<file path="config.mk">
export PLATFORM = sky130hd
export DESIGN_NAME = cache_refill_ctrl
export DESIGN_NICKNAME = d
export VERILOG_FILES = /design/src/rtl/cache_refill_ctrl.sv
export SDC_FILE = /design/constraint.sdc
export NUM_CORES = 1
export LEC_CHECK = 0
export CORE_AREA = 8 8 123 171
export CTS_BUF_LIST = sky130_fd_sc_hd__clkbuf_8 sky130_fd_sc_hd__clkbuf_16
export CTS_CLUSTER_SIZE = 25
export DETAILED_ROUTE_END_ITERATION = 16
export DIE_AREA = 0 0 131 179
export PLACE_DENSITY = 0.66
export SYNTH_ARGS = -nofsm -noshare
export SYNTH_HDL_FRONTEND = slang
export SYNTH_SLANG_ARGS = --single-unit
</file>
<file path="constraint.sdc">
create_clock -name clk -period 5.7 [get_ports clk]
set_clock_uncertainty 0.2 [all_clocks]
set_input_delay 0.57 -clock clk [delete_from_list [all_inputs] [get_ports clk]]
set_output_delay 0.57 -clock clk [all_outputs]
set_load 0.1 [all_outputs]
</file>
<file path="src/rtl/cache_refill_ctrl.sv">
`timescale 1ns/1ps
// Cache refill controller.
// A read miss is accepted in IDLE. The controller then fetches the four
// 16-bit words of the line from main memory, writes the assembled line into
// the chosen victim way, and returns the requested word to the CPU.
// Victim choice: the lowest-numbered invalid way, or else the set's
// round-robin pointer when all four ways are valid.
module cache_refill_ctrl #(
   parameter int TAG_W = 10,
   parameter int IDX_W = 4
) (
   input  logic                     clk,
   input  logic                     rst,
   input  logic                     req_valid,
   input  logic [TAG_W+IDX_W+1:0]   req_addr,
   input  logic                     hit,
   input  logic [3:0]               valid_vec,
   output logic                     req_ready,
   output logic                     mem_rd_req,
   output logic [TAG_W+IDX_W+1:0]   mem_addr,
   input  logic                     mem_ack,
   input  logic [15:0]              mem_data,
   output logic                     fill_we,
   output logic [1:0]               fill_way,
   output logic [IDX_W-1:0]         fill_index,
   output logic [TAG_W-1:0]         fill_tag,
   output logic [63:0]              fill_line,
   output logic                     resp_valid,
   output logic [15:0]              resp_data
);

   typedef enum logic [1:0] {IDLE, FETCH, WRITE, RESP} state_e;

   state_e            state_q, state_d;
   logic [TAG_W-1:0]  tag_q;
   logic [IDX_W-1:0]  index_q;
   logic [1:0]        word_q;
   logic [1:0]        way_q;
   logic              fromRr_q;
   logic [1:0]        count_q;
   logic [63:0]       line_q;
   logic [15:0]       respData_q;
   logic [1:0]        rrPtr_q [2**IDX_W];

   logic [TAG_W-1:0]  reqTag;
   logic [IDX_W-1:0]  reqIndex;
   logic [1:0]        reqWord;
   logic [1:0]        victimWay;
   logic              victimFromRr;
   logic              accept;

   assign reqTag   = req_addr[TAG_W+IDX_W+1:IDX_W+2];
   assign reqIndex = req_addr[IDX_W+1:2];
   assign reqWord  = req_addr[1:0];
   assign accept   = (state_q == IDLE) && req_valid && !hit;

   // Victim choice: fill an empty way first; only a full set falls back to
   // the round-robin pointer, and only that case advances the pointer later.
   always_comb begin
      victimWay    = 2'd0;
      victimFromRr = 1'b0;
      if (!valid_vec[0]) begin
         victimWay = 2'd0;
      end else if (!valid_vec[1]) begin
         victimWay = 2'd1;
      end else if (!valid_vec[2]) begin
         victimWay = 2'd2;
      end else if (!valid_vec[3]) begin
         victimWay = 2'd3;
      end else begin
         victimWay    = rrPtr_q[reqIndex];
         victimFromRr = 1'b1;
      end
   end

   // State register; an asynchronous reset abandons any refill in progress.
   always_ff @(posedge clk or posedge rst) begin
      if (rst) begin
         state_q <= IDLE;
      end else begin
         state_q <= state_d;
      end
   end

   // Next-state and strobe decode. The strobes are pure state decodes, so
   // they drop as soon as reset forces the state back to IDLE.
   always_comb begin
      state_d    = state_q;
      req_ready  = 1'b0;
      mem_rd_req = 1'b0;
      fill_we    = 1'b0;
      resp_valid = 1'b0;
      case (state_q)
         IDLE: begin
            req_ready = 1'b1;
            if (req_valid && !hit) begin
               state_d = FETCH;
            end
         end
         FETCH: begin
            mem_rd_req = 1'b1;
            if (mem_ack && (count_q == 2'd3)) begin
               state_d = WRITE;
            end
         end
         WRITE: begin
            fill_we = 1'b1;
            state_d = RESP;
         end
         RESP: begin
            resp_valid = 1'b1;
            state_d    = IDLE;
         end
         default: begin
            state_d = IDLE;
         end
      endcase
   end

   // Datapath. Latch the miss at acceptance, collect one word per acked
   // FETCH cycle into lane k, and pick the requested word out of the
   // finished line on the way into RESP. Values hold outside those events.
   always_ff @(posedge clk or posedge rst) begin
      if (rst) begin
         tag_q      <= '0;
         index_q    <= '0;
         word_q     <= '0;
         way_q      <= '0;
         fromRr_q   <= 1'b0;
         count_q    <= '0;
         line_q     <= '0;
         respData_q <= '0;
      end else begin
         if (accept) begin
            tag_q    <= reqTag;
            index_q  <= reqIndex;
            word_q   <= reqWord;
            way_q    <= victimWay;
            fromRr_q <= victimFromRr;
            count_q  <= 2'd0;
         end
         if ((state_q == FETCH) && mem_ack) begin
            line_q[{count_q, 4'b0000} +: 16] <= mem_data;
            if (count_q != 2'd3) begin
               count_q <= count_q + 2'd1;
            end
         end
         if (state_q == WRITE) begin
            respData_q <= line_q[{word_q, 4'b0000} +: 16];
         end
      end
   end

   // Per-set round-robin pointers. A pointer advances only when the line
   // just written replaced the way that pointer selected.
   always_ff @(posedge clk or posedge rst) begin
      if (rst) begin
         for (int i = 0; i < 2**IDX_W; i++) begin
            rrPtr_q[i] <= 2'd0;
         end
      end else if ((state_q == WRITE) && fromRr_q) begin
         rrPtr_q[index_q] <= rrPtr_q[index_q] + 2'd1;
      end
   end

   assign mem_addr   = {tag_q, index_q, count_q};
   assign fill_way   = way_q;
   assign fill_index = index_q;
   assign fill_tag   = tag_q;
   assign fill_line  = line_q;
   assign resp_data  = respData_q;

endmodule

</file>
### Nets reached from selected ports

(3 px per micron)
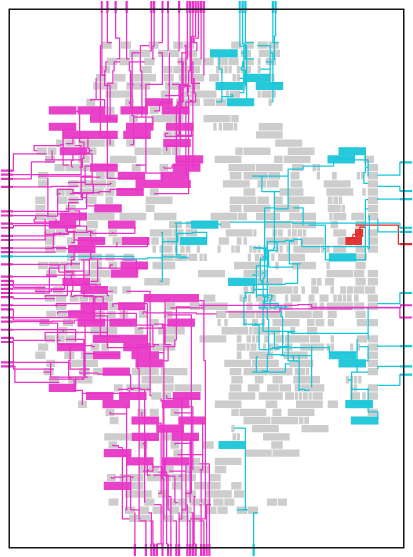
legend:
  red:
    port: req_valid
    bits: 1
    direction: input
    edge: right
    end_cells: 3
    buffers: 1
    wire: 33.9 microns
  cyan:
    port: mem_addr
    bits: 16
    direction: output
    edge: 9 right, 5 top, 1 left, 1 bottom
    end_cells: 16
    buffers: 16
    wire: 1260 microns
  magenta:
    port: fill_line
    bits: 64
    direction: output
    edge: 28 left, 18 bottom, 16 top, 2 right
    end_cells: 64
    buffers: 64
    wire: 3750 microns
io pins: 157
I/O Buffers: 156

### Placed cells, one colour a class

(1.5 px per micron)
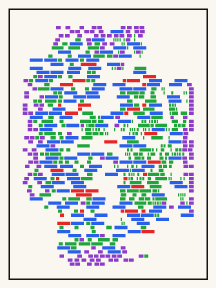
legend:
  purple:
    class: other buffers and delay cells
    cells: 159
    share_of_their_area: 19%
  red:
    class: clock drivers and dummy loads
    cells: 32
    share_of_their_area: 7.1%
  blue:
    class: flops
    cells: 135
    share_of_their_area: 41%
  green:
    class: all other logic
    cells: 307
    share_of_their_area: 33%
post-route cell area: 8637 sq um
fin util: 0.4699

### Clock nets

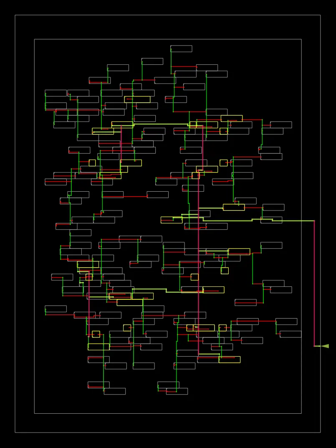
Latency at later pin: 0.42 ns
CTS buffer count: 17
CLK BUF: 17
flip-flops: 135

### Signal wires on met3

(2 px per micron) Cells faint in the background.
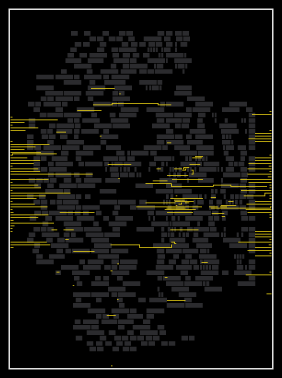
longest straight run: 40.7 microns
share of all routed wire: 6.6%
wire length on this layer: 1250 microns
nets with wire on the layer: 120
Vias: 4691
drt total wl: 18.97 mm
routing usage on met3: 0.04555

==> qor.yml <==
global_route:
  grt_pass1_wl_mm: 29.88
  grt_use_total: 0.1688
  grtUsageMet2: 0.2921
synth:
  synth.distinct_cells: 41
  synth-async-reset-ratio: 1.000
  logic_family: "multiplexers"
  simple_gate_share: 0.09594
  yosysCellCount: 486
  yosys.area.top_type: "dfrtp_1"
setup_path:
  crit_slowest_cell: "clkdlybuf4s50_1"
  cp_cell_sequence: "clkdlybuf4s50_1"
  cpLargestDelayFamily: "buffers and inverters"
  worstPathRequired_ns: 4.93
  worst-path-buf-inv: 1
  cpPeakStageDelay_ns: 1.29
place:
  dp_slack_ns: 2.013
  place_inst: 845
  hpwlAfterDp_mm: 13.57
cells_and_area:
  finalNetCount: 671
  area_growth_syn_to_layout_pct: 35.99
  stdcell_count: 877
  lay_top_count: "clkdlybuf4s50_1"
sta:
  fmax_ghz: 0.2892
  final_max_slew_viol_count: 0
  period_used_share: 0.6066
run_status:
  status: "finished, final reports clean"
drt:
  drt-pass1-iter-count: 6
  top_layer: "met4"
floorplanning:
  rows: 59
